Fig. 1: run 1, track usage over the die
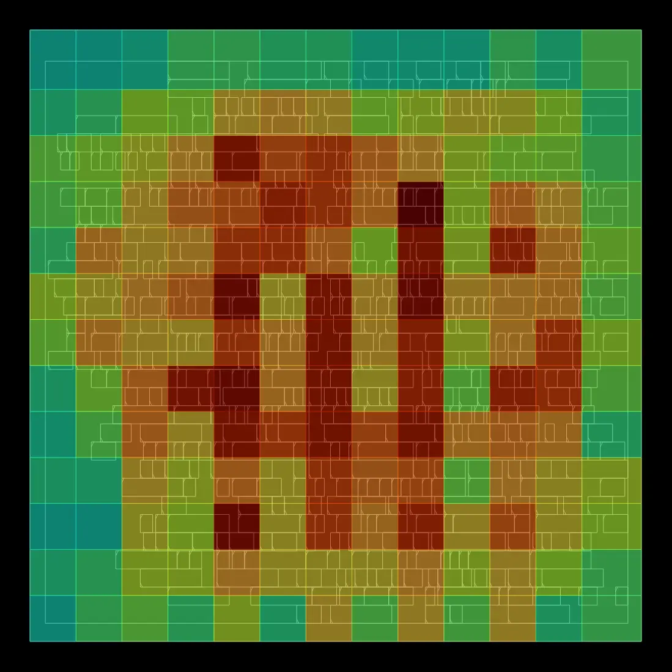
Fig. 2: run 1, logic cells by family
(4 px per um)
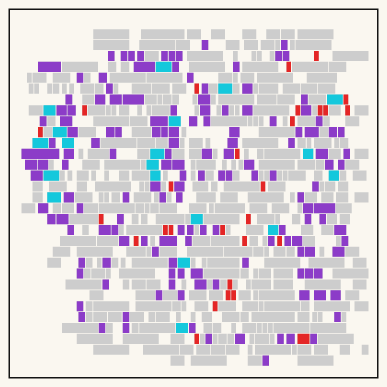
Fig. 3: run 1, routed metal per tile
(4 px per um) The die is cut into 18 by 18 equal tiles; white is low, dark blue is high, scaled to the fullest tile. Values are wire area over tile area, all layers added.
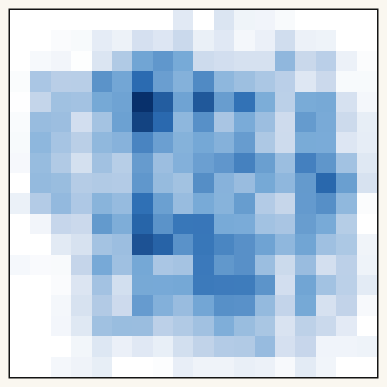
Fig. 4: run 1, clock network drawn from the DEF
(4 px per um)
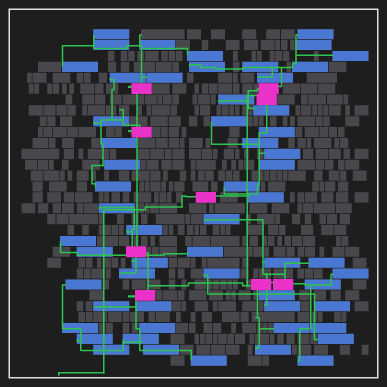
**src/rtl/alu_seq_ctrl.sv**
```systemverilog
// Multi-cycle ALU sequencer: single-cycle ADD/SUB, shift-add MUL and restoring DIV.
// The result is registered and held until the next accepted operation completes.
module alu_seq_ctrl #(
    parameter int WIDTH = 8
) (
    input  logic                 clk,
    input  logic                 rst,
    input  logic                 start,
    input  logic [1:0]           op,
    input  logic [WIDTH-1:0]     a,
    input  logic [WIDTH-1:0]     b,
    output logic                 busy,
    output logic                 done,
    output logic [2*WIDTH-1:0]   result,
    output logic                 div0
);

    localparam int CW = $clog2(WIDTH + 1);

    localparam logic [1:0] OP_ADD = 2'b00;
    localparam logic [1:0] OP_SUB = 2'b01;
    localparam logic [1:0] OP_MUL = 2'b10;
    localparam logic [1:0] OP_DIV = 2'b11;

    typedef enum logic [1:0] {
        IDLE = 2'b00,
        EXEC = 2'b01,
        DONE = 2'b10
    } state_t;

    state_t state, state_next;

    logic [1:0]         op_q;
    logic [WIDTH-1:0]   a_q;
    logic [WIDTH-1:0]   b_q;
    logic [2*WIDTH:0]   acc;
    logic [CW-1:0]      cnt;

    logic               last_step;
    logic               div_by_zero;
    logic [WIDTH:0]     mul_sum;
    logic [2*WIDTH:0]   mul_next;
    logic [WIDTH:0]     rem_shift;
    logic [WIDTH+1:0]   div_diff;
    logic [2*WIDTH:0]   div_next;
    logic [WIDTH:0]     add_sum;
    logic [WIDTH:0]     sub_diff;
    logic [2*WIDTH-1:0] final_result;

    // a_q doubles as the multiplier (shifted right) or dividend (shifted left) during iteration
    always_comb begin
        div_by_zero = (b_q == '0);
        mul_sum     = acc[2*WIDTH:WIDTH] + (a_q[0] ? {1'b0, b_q} : {(WIDTH+1){1'b0}});
        mul_next    = {1'b0, mul_sum, acc[WIDTH-1:1]};
        rem_shift   = {acc[2*WIDTH-1:WIDTH], a_q[WIDTH-1]};
        div_diff    = {1'b0, rem_shift} - {2'b00, b_q};
        if (div_diff[WIDTH+1])
            div_next = {rem_shift, acc[WIDTH-2:0], 1'b0};
        else
            div_next = {div_diff[WIDTH:0], acc[WIDTH-2:0], 1'b1};
        add_sum  = {1'b0, a_q} + {1'b0, b_q};
        sub_diff = {1'b0, a_q} - {1'b0, b_q};

        final_result = '0;
        case (op_q)
            OP_ADD: final_result = {{(WIDTH-1){1'b0}}, add_sum};
            OP_SUB: final_result = {{(WIDTH-1){sub_diff[WIDTH]}}, sub_diff};
            OP_MUL: final_result = mul_next[2*WIDTH-1:0];
            OP_DIV: final_result = div_by_zero ? {a_q, {WIDTH{1'b1}}} : div_next[2*WIDTH-1:0];
            default: final_result = '0;
        endcase

        last_step = (op_q == OP_ADD) || (op_q == OP_SUB) ||
                    ((op_q == OP_DIV) && div_by_zero) || (cnt == CW'(1));
    end

    always_ff @(posedge clk or negedge rst) begin
        if (!rst)
            state <= IDLE;
        else
            state <= state_next;
    end

    always_comb begin
        state_next = state;
        case (state)
            IDLE:    if (start) state_next = EXEC;
            EXEC:    if (last_step) state_next = DONE;
            DONE:    state_next = IDLE;
            default: state_next = IDLE;
        endcase
    end

    always_ff @(posedge clk or negedge rst) begin
        if (!rst) begin
            op_q   <= '0;
            a_q    <= '0;
            b_q    <= '0;
            acc    <= '0;
            cnt    <= '0;
            result <= '0;
            div0   <= 1'b0;
        end else begin
            if (state == IDLE && start) begin
                op_q <= op;
                a_q  <= a;
                b_q  <= b;
                acc  <= '0;
                cnt  <= CW'(WIDTH);
            end else if (state == EXEC) begin
                if (op_q == OP_MUL) begin
                    acc <= mul_next;
                    a_q <= a_q >> 1;
                    cnt <= cnt - CW'(1);
                end else if (op_q == OP_DIV && !div_by_zero) begin
                    acc <= div_next;
                    a_q <= a_q << 1;
                    cnt <= cnt - CW'(1);
                end
                if (last_step) begin
                    result <= final_result;
                    div0   <= (op_q == OP_DIV) && div_by_zero;
                end
            end
        end
    end

    assign busy = (state != IDLE);
    assign done = (state == DONE);

endmodule

```
**config.mk**
```make
export PLATFORM = sky130hd
export DESIGN_NAME = alu_seq_ctrl
export DESIGN_NICKNAME = d
export VERILOG_FILES = /design/src/rtl/alu_seq_ctrl.sv
export SDC_FILE = /design/constraint.sdc
export NUM_CORES = 1
export LEC_CHECK = 0
export ABC_AREA = 0
export ABC_CLOCK_PERIOD_IN_PS = 6460
export CAP_MARGIN = 5
export CORE_MARGIN = 2
export CORE_UTILIZATION = 60
export DETAILED_ROUTE_END_ITERATION = 8
export GPL_ROUTABILITY_DRIVEN = 0
export HOLD_SLACK_MARGIN = 0.1
export PLACE_DENSITY = 0.83
export SLEW_MARGIN = 20
export SYNTH_ARGS = -nofsm -noshare
export SYNTH_HDL_FRONTEND = slang
export SYNTH_SLANG_ARGS = --single-unit
```
**constraint.sdc**
```tcl
create_clock -name clk -period 6.46 [get_ports clk]
set_input_delay 0.969 -clock clk [delete_from_list [all_inputs] [get_ports clk]]
set_output_delay 0.969 -clock clk [all_outputs]
set_load 0.02 [all_outputs]
```
==> run summary, run 1 <==
Worst EP required = 6.63 ns
critical path type = reg2reg
Synth-to-Final Area Change = 12.4%
io pins = 40
r2r worst-path depth = 9
chip height = 91.7 um
M1 GR Usage = 40.0%
# nets final = 613
Clock-cell share = 4.22%
Comb pwr share = 65.8%
Non-CTS buffers = 41
worst hold margin = 0.470 ns
Tapcells = 99
Port Buf Inserts = 39
maximum number of pins on one net before global-route repair = 59
Clock Power = 0.379 mW
count of clock buffers in the final design = 11
top cells by count = nand2_1, dfrtp_1, nor2_1
Post-Route Utilization = 70.5%
post-route setup slack = 3.75 ns
Pwr top = combinational logic
number of flip-flops in the largest register = 17
Worst Path Max Fanout = 8
status = finished, final reports clean
top cell category = combinational gates
drt drc = 0
Crit. End Element = flip-flop
largest register by flop count = acc
top flop regs = acc x17, result x16
Resize count post-CTS = 0
flip-flops = 58
placed instance count = 642
Notes on Fig. 1 above:
gr usage total: 30.2%
met3 usage: 4.35%
grt met2 use: 48.2%

Notes on Fig. 2 above:
AND-OR and OR-AND gates -> cyan  # cells 19
inverters -> red  # cells 28, most used inv_1
inverting AOI/OAI gates -> purple  # cells 151, most used o21ai_0
Cell Count, Final, Fillers Out: 658
Commonest Layout Cell: nand2_1
Comb/total area: 55.6%

Notes on Fig. 3 above:
densest ninth of the die = center
mean over tiles = 0.25
tiles over half the peak = 24%
drt wl/cell: 19.0 um
WL final: 12500 um

Notes on Fig. 4 above:
flip-flops -> blue  # count 58
cells driving clock nets -> magenta  # count 9
clock wires -> green  # length 822 um
routed clock nets = 10
Late-Pin Clk Latency: 0.35 ns
skew final: 0.00675 ns

==> inputs of run 2 (changes only) <==
Settings changed: ABC_CLOCK_PERIOD_IN_PS 6460 to 2600, CORE_UTILIZATION 60 to 59, PLACE_DENSITY 0.83 to 0.82.
Clock period 6.46 ns to 2.6 ns, I/O delays scaled along.
==> run 2 against run 1 <==
  * Total power grew to 2.6 times the previous value
  * Setup slack lost 3.7 ns
  * Wire length grew 9.7%
  * Sequential cell count is the same
  * Via count grew 4.7%
  * Largest power group unchanged
  * Highest routed layer unchanged
==> run summary, run 2 <==
status = finished, final reports clean
yosys aoi share = 25.0%
M1 GR Usage = 42.8% (+2.8 points)
drt drc = 0 (unchanged)
top cells by count = nand2_1, dfrtp_1, nor2_1
WL final = 13700 um (+9.7%)
Clock Power = 0.789 mW (+110%)
Non-CTS buffers = 63 (+54%)
Late-Pin Clk Latency = 0.36 ns (about the same)
critical path type = reg2reg
Comb/total area = 54.3% (-1.3 points)
share of layout cells above drive strength 1 = 13.6%
post-route setup slack = 0.0753 ns (-3.68 ns)
top cell category = combinational gates
gr usage total = 32.8% (+2.6 points)
Comb pwr share = 70.6% (+4.8 points)
met3 usage = 6.83% (+2.5 points)
maximum number of pins on one net before global-route repair = 33 (-44%)
flip-flops = 58 (unchanged)
R2R Path End = result[8]$_DFFE_PN0P_
sequential share of power = 20.1%
Commonest Layout Cell = nand2_1
Critical Path Stages = 8
Synth-to-Final Area Change = 16.1%
Worst EP required = 2.87 ns (-3.76 ns)
count of clock buffers in the final design = 10 (-1)
Post-Route Utilization = 70.1% (-0.33 points)
worst hold margin = 0.474 ns (+0.00471 ns)
Crit. End Element = flip-flop
number of flip-flops in the largest register = 17 (unchanged)
largest register by flop count = acc
drt wl/cell = 20.1 um (+5.7%)
placed instance count = 665 (+3.6%)
chip height = 92.5 um (+0.81%)
r2r worst-path depth = 8 (-1)
# nets final = 635 (+3.6%)
Cell Count, Final, Fillers Out = 683 (+3.8%)
Clock transition at path regs = 0.08 ns
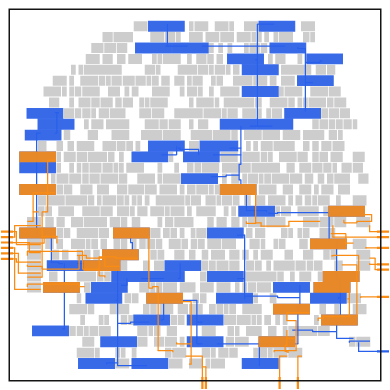
Fig. 5. Nets reached from selected ports (run 2).
(4 px per um)
rst -> blue  # bits 1, direction input, edge right, end cells 58, wire 457 um
result -> orange  # bits 16, direction output, edge 6 left, 6 right, 4 bottom, end cells 16, wire 459 um
Port Buf Inserts: 39
io pins: 40

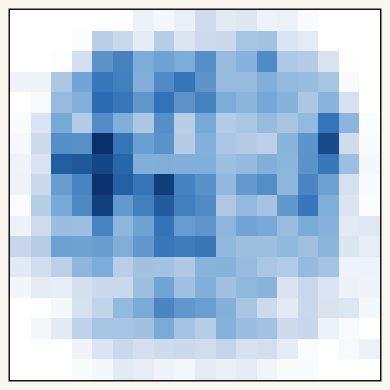
Fig. 6. Routed metal per tile (run 2).
(4 px per um) The die is cut into 18 by 18 equal tiles; white is low, dark blue is high, scaled to the fullest tile. Values are wire area over tile area, all layers added.
fullest tile = 0.83
nearly empty tiles = 12%
mean over tiles = 0.27
tiles over half the peak = 24%
densest ninth of the die = center

Power and IR drop assume default switching activity.
